Design trap_ctrl_flat, sky130hd; sources not shown.
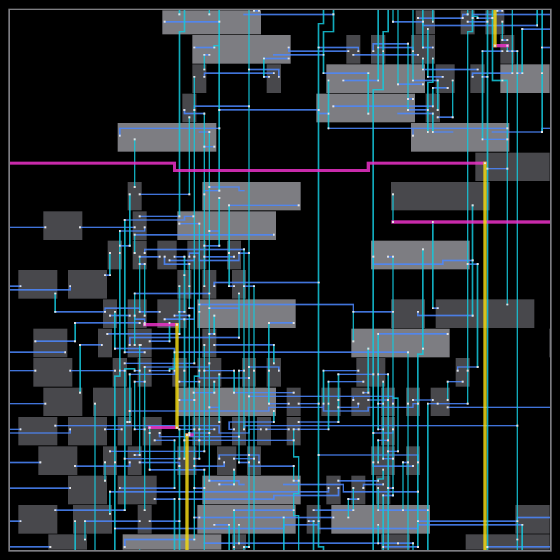
**Above:** run 1 (close-up of the layout).
Window x 8 to 58, y 159 to 209 um. Cells in gray, sequential cells in the stronger gray; small squares are vias.
M1 -> blue
M3 -> magenta
M2 -> cyan
M4 -> yellow
most frequent = nand2_1 (41), dfrtp_1 (17), clkdlybuf4s50_1 (13)
sequential cells in the window = 17
cells with their middle in the window = 101

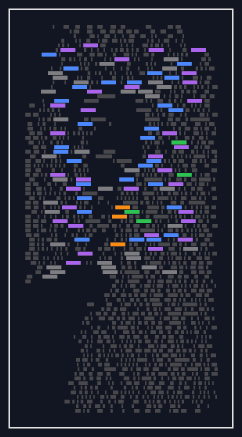
**Above:** run 1 (register map, names as in the netlist).
Other sequential cells in the stronger gray, the rest of the logic in the fainter gray.
`u_core.state_q` -> orange  # sequential cells 3
`u_core.fsm_addr_q` -> green  # sequential cells 4
`u_core.snap_q` -> blue  # sequential cells 29
`u_core.fsm_wdata_q` -> purple  # sequential cells 32
not colored = 34
Seq power: 2850 uW
Seq/total area: 21.5%
Seq. cell area: 2550 um2

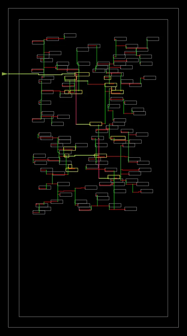
**Above:** run 1 (clock routing).
seq_cells: 102
Latency at later pin: 0.35 ns
TritonCTS Sinks: 102
Layout Skew: 0.0162 ns

==> qor.yml, run 1 <==
met1_usage_pct: 25.2
p_per_area_nw_per_um2: 897
buffers: 418
aoi_share_pct: 13.1
yosysTopAreaCellShare_pct: 37.4
setup_viol: 28
pg_comb_uw: 6140
r2r_cells: 9
endpoint_kind: "primary output"
yosysWarnings: 0
status: "finished, violations left"
post-synth-top-count-cell: "nand2_1"
fp_util_pct: 26.2
dp_hpwl_mm: 24.4
cp-start-kind: "input pin"
fin_nets: 1657
maxCapViolations: 0
place_ws_ns: -1.30
top_cells_by_area: "dfrtp_1 37%, nand2_1 24%, o21ai_0 8.4%"
logic_family: "simple AND/OR/NAND/NOR gates"
yosys.area_share.adder_pct: 1.21
tritoncts: "yes"
vdd_drop_max_mv: 0.450
firstDrtPassIters: 4
swShare_pct: 41.7
largestClassByArea: "combinational gates"
rows: 84
dr_wl_met3_mm: 2.30
maxUsedRoutingLayer: "met4"
fin_ws_ns: -0.564
placed_cell_area_um2: 10600
h-tree-depth: 3
ys_top_cells_by_count: "435 x nand2_1, 114 x o21ai_0, 103 x nor2_1"
violations: "setup timing"
viasPerCell: 5.03
cp_top_family: "simple AND/OR/NAND/NOR gates"
clkCellAreaFrac_pct: 2.81
slowest_stage: "clkdlybuf4s50_1"
logic_gates: 817
synth_xor_xnor_area_share_pct: 0.385
inverters: 94
cts_hold_buffers: 1
synth_seq_share_pct: 37.4
final_cell_mix: "403 x nand2_1, 194 x clkdlybuf4s50_1, 102 x dfrtp_1"
slowest_delay_ns: 0.55
track_usage_pct: 21.2
area_growth_pct: 73.7
hold_viol_final: 0
crit_fanout: 4
synth-main-ff-cell: "dfrtp_1"
grt_max_degree: 82
nClkBuffers: 10
fin_crit_sh_pct: 123
route.vias.total: 9067
ys_cells: 1070
**Run 1: selected gate families**

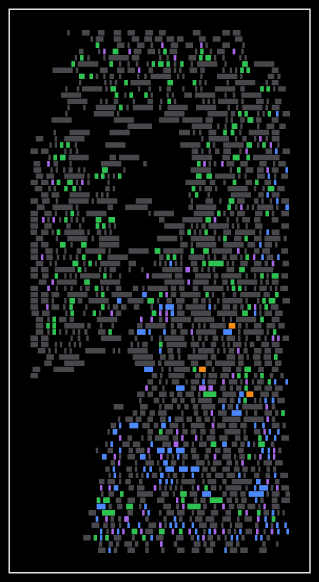

==> run 2: changes to the inputs <==
--- a/config.mk
+++ b/config.mk
@@ -11,11 +11,12 @@
 export CELL_PAD_IN_SITES_GLOBAL_PLACEMENT = 1
 export CORE_ASPECT_RATIO = 2
 export CORE_MARGIN = 8
-export CORE_UTILIZATION = 26
+export CORE_UTILIZATION = 31
 export DETAILED_ROUTE_END_ITERATION = 10
+export GPL_ROUTABILITY_DRIVEN = 0
 export HOLD_SLACK_MARGIN = 0.1
 export MAX_ROUTING_LAYER = met4
-export PLACE_DENSITY = 0.8
+export PLACE_DENSITY = 0.89
 export SLEW_MARGIN = 5
 export SYNTH_ARGS = -nofsm -noshare
 export SYNTH_HDL_FRONTEND = slang
==> constraint.sdc (replaced) <==
create_clock -name clk -period 3.5 [get_ports clk]
set_input_delay 0.7 -clock clk [delete_from_list [all_inputs] [get_ports clk]]
set_output_delay 0.7 -clock clk [all_outputs]
set_load 0.005 [all_outputs]
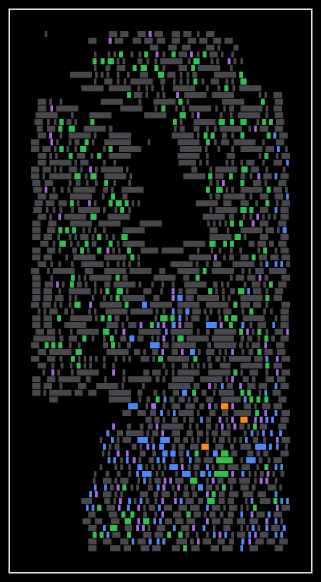
**Above:** run 2 (selected gate families).
aoi and oai cells -> green  # cells 162, where all over the die
inv cells -> purple  # cells 94
xor and xnor cells -> orange  # cells 3
nor cells -> blue  # cells 117
most numerous logic cell after layout: nand2_1
fraction of area in multi-input gates: 36.4%
Final Instance Count excl. Fillers: 1642

==> run 2 against run 1 <==
  * The run still ends with setup timing left
  * Design area shrank 9.4%
  * Clock-buffer cell count rose by 1
  * Sequential cell count unchanged
  * Worst setup slack improved by 0.52 ns
  * Sequential power decreased by 31%
  * Sequential share of layout area increased by 2.2 points
  * Critical path type unchanged
==> qor.yml, run 2 <==
dp_hpwl_mm: 23.1  # -5.2%
placed_cell_area_um2: 10100  # -4.6%
yosysTopAreaCellShare_pct: 37.4  # unchanged
clkLatencyLatePin_ns: 0.34  # about the same
skew_ns: 0.00889  # -0.00736 ns
h-tree-depth: 3  # unchanged
viasPerCell: 5.23  # +3.9%
cp.required_ns: 2.80
status: "finished, violations left"
endpoint_kind: "primary output"
synth-main-ff-cell: "dfrtp_1"
setup_viol: 2  # -93%
tritoncts: "yes"
logic_gates: 818  # +0.12%
pg_comb_uw: 3350  # -45%
cp_top_family: "simple AND/OR/NAND/NOR gates"
cts_sinks: 102  # unchanged
grt_max_degree: 82  # unchanged
r2r_cells: 7  # -2
die_x_um: 121
aoi_share_pct: 13.1  # unchanged
ys_cells: 1070  # unchanged
synth_seq_share_pct: 37.4  # unchanged
clkCellAreaFrac_pct: 2.89  # +0.080 points
logic_family: "simple AND/OR/NAND/NOR gates"
ios: 289
place_ws_ns: -0.652  # +0.647 ns
yosysWarnings: 0  # unchanged
synth_xor_xnor_area_share_pct: 0.385  # unchanged
crit_fanout: 4  # unchanged
violations: "setup timing"
fp_util_pct: 31.2  # +5.0 points
drcViolationCount: 0
rows: 77  # -8.3%
edf_count: 0
fin_ws_ns: -0.0411  # +0.523 ns
firstDrtPassIters: 4  # unchanged
post-synth-top-count-cell: "nand2_1"
ys_top_cells_by_count: "435 x nand2_1, 114 x o21ai_0, 103 x nor2_1"
slowest_delay_ns: 0.60  # +0.05 ns
hold_viol_final: 0  # unchanged
clk_path_buf_depth: 2
flop-count: 102  # unchanged
coreArea_um2: 21900
nClkBuffers: 11  # +1
cp-start-kind: "input pin"
p_seq_share_pct: 30.9
dr_wl_met3_mm: 1.88  # -18%
met1_usage_pct: 27.4  # +2.2 points
swShare_pct: 41.3  # -0.39 points
p_per_area_nw_per_um2: 591  # -34%
fin_crit_sh_pct: 101
maxCapViolations: 0  # unchanged
num_tap_cells: 276
drive_gt1_share_pct: 10.3
track_usage_pct: 22.7  # +1.5 points
largestClassByArea: "combinational gates"
fin_nets: 1569  # -5.3%
cp.depth: 11
vdd_drop_max_mv: 0.298  # -34%
dr_wl_met2_mm: 15.8
area_growth_pct: 57.4
route.vias.total: 8591  # -5.2%
buffers: 329  # -21%
cts_hold_buffers: 0  # -1
final_cell_mix: "420 x nand2_1, 253 x clkdlybuf4s50_1, 110 x o21ai_0"
maxUsedRoutingLayer: "met4"
inverters: 94  # unchanged
worstMarginPinSlew_ns: 0.815
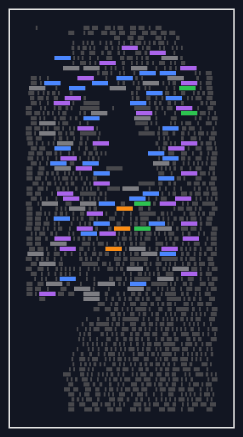
**Above:** run 2 (register map, names as in the netlist).
Other sequential cells in the stronger gray, the rest of the logic in the fainter gray.
`u_core.fsm_wdata_q` -> purple  # sequential cells 32
`u_core.state_q` -> orange  # sequential cells 3
`u_core.fsm_addr_q` -> green  # sequential cells 4
`u_core.snap_q` -> blue  # sequential cells 29
Seq. cell area: 2550 um2
Seq power: 1960 uW
Seq/total area: 23.7%

No activity file was given, so power comes from the tool's default toggle rates.
